**src/rtl/lab_stats_accum.sv**
```systemverilog
// Per-channel mean/variance accumulator for a frame of lab pixels (Q3.13 in,
// Q3.13 mean and Q6.26 variance out), feeding the colour-transfer scale stage.
//
// state   | meaning
// --------+----------------------------------------------------------
// S_IDLE  | waiting for i_start; last statistics held on the outputs
// S_ACCUM | o_ready=1, accepting pixels into the 1-stage pipe
// S_DRAIN | last registered pixel folded into the accumulators
// S_CALC  | one channel per cycle (l, a, b): mean and variance
// S_DONE  | o_stat_valid=1 until i_stat_ack
module lab_stats_accum #(
    parameter int LOG2_NPIX = 16,
    parameter int W         = 16
) (
    input  logic                i_clk,
    input  logic                i_rst,
    input  logic                i_start,
    input  logic                i_valid,
    output logic                o_ready,
    input  logic signed [W-1:0] i_l,
    input  logic signed [W-1:0] i_a,
    input  logic signed [W-1:0] i_b,
    output logic                o_busy,
    output logic                o_stat_valid,
    input  logic                i_stat_ack,
    output logic signed [W-1:0] o_mean_l,
    output logic signed [W-1:0] o_mean_a,
    output logic signed [W-1:0] o_mean_b,
    output logic [31:0]         o_var_l,
    output logic [31:0]         o_var_a,
    output logic [31:0]         o_var_b
);

    localparam int SW = W + LOG2_NPIX;
    localparam int QW = 2*W - 1 + LOG2_NPIX;

    typedef enum logic [2:0] {
        S_IDLE,
        S_ACCUM,
        S_DRAIN,
        S_CALC,
        S_DONE
    } state_t;

    state_t                state;
    logic [LOG2_NPIX-1:0]  pix_cnt;
    logic [1:0]            ch;

    logic                  pix_vld;
    logic signed [W-1:0]   pix_l;
    logic signed [W-1:0]   pix_a;
    logic signed [W-1:0]   pix_b;

    logic signed [SW-1:0]  sum_l;
    logic signed [SW-1:0]  sum_a;
    logic signed [SW-1:0]  sum_b;
    logic [QW-1:0]         sumsq_l;
    logic [QW-1:0]         sumsq_a;
    logic [QW-1:0]         sumsq_b;

    logic signed [2*W-1:0] sq_l;
    logic signed [2*W-1:0] sq_a;
    logic signed [2*W-1:0] sq_b;

    logic signed [SW-1:0]  sum_sel;
    logic [QW-1:0]         sumsq_sel;
    logic signed [W-1:0]   mean_c;
    logic signed [2*W-1:0] msq;
    logic [2*W-2:0]        ex2;
    logic signed [2*W:0]   diff;
    logic [31:0]           var_c;

    always_comb begin
        sq_l = pix_l * pix_l;
        sq_a = pix_a * pix_a;
        sq_b = pix_b * pix_b;
    end

    // Shared datapath for the three CALC cycles; ch picks the channel.
    always_comb begin
        sum_sel   = sum_l;
        sumsq_sel = sumsq_l;
        case (ch)
            2'd1: begin
                sum_sel   = sum_a;
                sumsq_sel = sumsq_a;
            end
            2'd2: begin
                sum_sel   = sum_b;
                sumsq_sel = sumsq_b;
            end
            default: begin
                sum_sel   = sum_l;
                sumsq_sel = sumsq_l;
            end
        endcase
        mean_c = W'(sum_sel >>> LOG2_NPIX);
        msq    = mean_c * mean_c;
        ex2    = (2*W-1)'(sumsq_sel >> LOG2_NPIX);
        diff   = $signed({2'b00, ex2}) - $signed({msq[2*W-1], msq});
        // Floor on the mean can push E[x^2]-mean^2 slightly below zero.
        var_c  = diff[2*W] ? 32'd0 : diff[31:0];
    end

    always_ff @(posedge i_clk) begin
        if (i_rst) begin
            state        <= S_IDLE;
            pix_cnt      <= '0;
            ch           <= '0;
            pix_vld      <= 1'b0;
            pix_l        <= '0;
            pix_a        <= '0;
            pix_b        <= '0;
            sum_l        <= '0;
            sum_a        <= '0;
            sum_b        <= '0;
            sumsq_l      <= '0;
            sumsq_a      <= '0;
            sumsq_b      <= '0;
            o_ready      <= 1'b0;
            o_busy       <= 1'b0;
            o_stat_valid <= 1'b0;
            o_mean_l     <= '0;
            o_mean_a     <= '0;
            o_mean_b     <= '0;
            o_var_l      <= '0;
            o_var_a      <= '0;
            o_var_b      <= '0;
        end else begin
            if (pix_vld) begin
                sum_l   <= sum_l + SW'(pix_l);
                sum_a   <= sum_a + SW'(pix_a);
                sum_b   <= sum_b + SW'(pix_b);
                sumsq_l <= sumsq_l + QW'($unsigned(sq_l));
                sumsq_a <= sumsq_a + QW'($unsigned(sq_a));
                sumsq_b <= sumsq_b + QW'($unsigned(sq_b));
            end

            case (state)
                S_IDLE: begin
                    o_stat_valid <= 1'b0;
                    if (i_start) begin
                        state   <= S_ACCUM;
                        o_ready <= 1'b1;
                        o_busy  <= 1'b1;
                        pix_cnt <= '0;
                        pix_vld <= 1'b0;
                        sum_l   <= '0;
                        sum_a   <= '0;
                        sum_b   <= '0;
                        sumsq_l <= '0;
                        sumsq_a <= '0;
                        sumsq_b <= '0;
                    end
                end
                S_ACCUM: begin
                    pix_vld <= i_valid;
                    if (i_valid) begin
                        pix_l   <= i_l;
                        pix_a   <= i_a;
                        pix_b   <= i_b;
                        pix_cnt <= pix_cnt + 1'b1;
                        if (pix_cnt == '1) begin
                            state   <= S_DRAIN;
                            o_ready <= 1'b0;
                        end
                    end
                end
                S_DRAIN: begin
                    pix_vld <= 1'b0;
                    ch      <= 2'd0;
                    state   <= S_CALC;
                end
                S_CALC: begin
                    case (ch)
                        2'd0: begin
                            o_mean_l <= mean_c;
                            o_var_l  <= var_c;
                        end
                        2'd1: begin
                            o_mean_a <= mean_c;
                            o_var_a  <= var_c;
                        end
                        default: begin
                            o_mean_b <= mean_c;
                            o_var_b  <= var_c;
                        end
                    endcase
                    ch <= ch + 2'd1;
                    if (ch == 2'd2) begin
                        state        <= S_DONE;
                        o_stat_valid <= 1'b1;
                    end
                end
                S_DONE: begin
                    if (i_stat_ack) begin
                        state        <= S_IDLE;
                        o_stat_valid <= 1'b0;
                        o_busy       <= 1'b0;
                    end
                end
                default: begin
                    state   <= S_IDLE;
                    o_ready <= 1'b0;
                    o_busy  <= 1'b0;
                end
            endcase
        end
    end

endmodule

```
**config.mk**
```make
export PLATFORM = sky130hd
export DESIGN_NAME = lab_stats_accum
export DESIGN_NICKNAME = d
export VERILOG_FILES = /design/src/rtl/lab_stats_accum.sv
export SDC_FILE = /design/constraint.sdc
export NUM_CORES = 2
export LEC_CHECK = 0
export CAP_MARGIN = 20
export CORE_MARGIN = 4
export CORE_UTILIZATION = 60
export DETAILED_ROUTE_END_ITERATION = 10
export PLACE_DENSITY = 0.83
export SLEW_MARGIN = 20
export SYNTH_ARGS = -nofsm -noshare
export SYNTH_HDL_FRONTEND = slang
export SYNTH_SLANG_ARGS = --single-unit
```
**constraint.sdc**
```tcl
create_clock -name i_clk -period 10.5 [get_ports i_clk]
set_clock_uncertainty 0.1 [all_clocks]
set_input_delay 2.625 -clock i_clk [delete_from_list [all_inputs] [get_ports i_clk]]
set_output_delay 2.625 -clock i_clk [all_outputs]
set_load 0.01 [all_outputs]
```
==> out/metrics.yaml <==
placement:
  hpwl_mm: 127
drt:
  via_count: 50400
  drtIter0Drc: 4140
synth:
  ys_warn_count: 0
  top_logic_kind: "adder cells"
  yosys.area_share.adder: 0.431
  ys_area_um2: 62800
  ys_sh_simple: 0.131
  fp_nets: 8851
run_status:
  status: "finished clean"
layout:
  insertedDiodeCount: 0
  seq_area_um2: 9090
  combGateArea_um2: 47700
  top_regs: "sumsq_a (47), sumsq_b (47), sumsq_l (47)"
  buf_share: 0.0368
  clock_tree_area_fraction: 0.0296
  fin_util: 0.657
  layout-drive-gt1-share: 0.0314
  logic_gates: 5182
die:
  ios: 200
  rows: 118
  n_tap_cell: 1380
  core_util_floorplan: 0.605
worst_setup_path:
  ff2ff_path_depth: 28
  r2r_end: "o_var_b[2]"
  path_buffers: 6
  max_stage_delay_ns: 0.72
  crit_path_frequent_cell: "fa_1"
  slowest_stage: "fa_1"
job:
  tool_warnings: 69
  maxCapViolCount: 0
clock_network:
  cts_tree: "done"
  clock-root-buffer: "clkbuf_16"
  cts_repair_resize_count: 0
  cts.sinks: 454
pwr:
  vdd_drop_max_v: 0.000320
  power_leader: "combinational logic"
  p_seq_mw: 1.86
min_path:
  worstHoldPathCells: 2
  hold_class: "flop to flop"
sta:
  maxSlewViolCount: 0
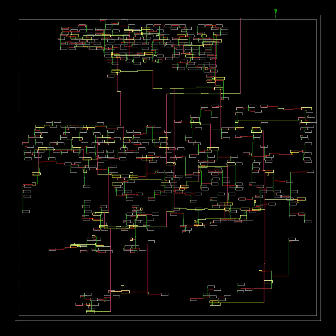
**Above:** clock nets.
Power Clock: 2.16 mW
clkbuf count: 64
clk_lat worst skew: 0.69 ns

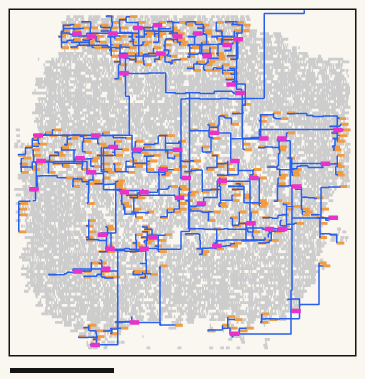
**Above:** clock wires, drivers and flops.
Bar = 100 um.
[orange] flip-flops | count: 454
[blue] clock wires | length: 7330 um
[magenta] clock-net drivers | count: 54
routed clock nets: 55

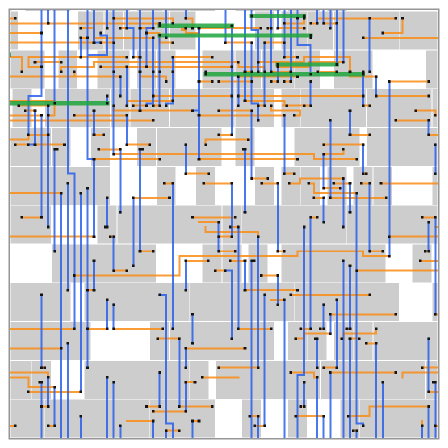
**Above:** close-up of the layout.
Region (234, 68) to (264, 98) um. Cells in gray, sequential cells in the stronger gray; small squares are vias.
[orange] M1
[green] M3
[blue] M2
cells with their middle in the window: 80
most frequent: inv_1 (32), fa_1 (19), ha_1 (9)
sequential cells in the window: 0

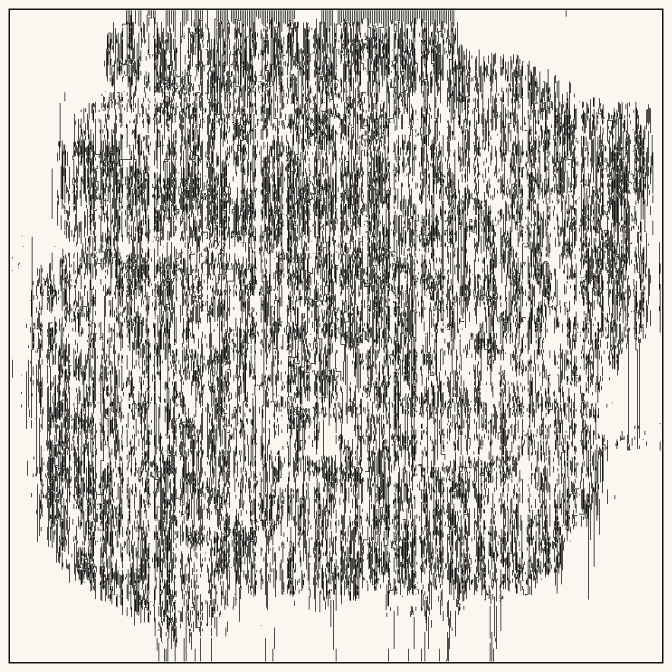
**Above:** the metal 2 layer.
longest straight run: 63.4 um
nets with wire on the layer: 7715

No activity file was given, so power comes from the tool's default toggle rates.
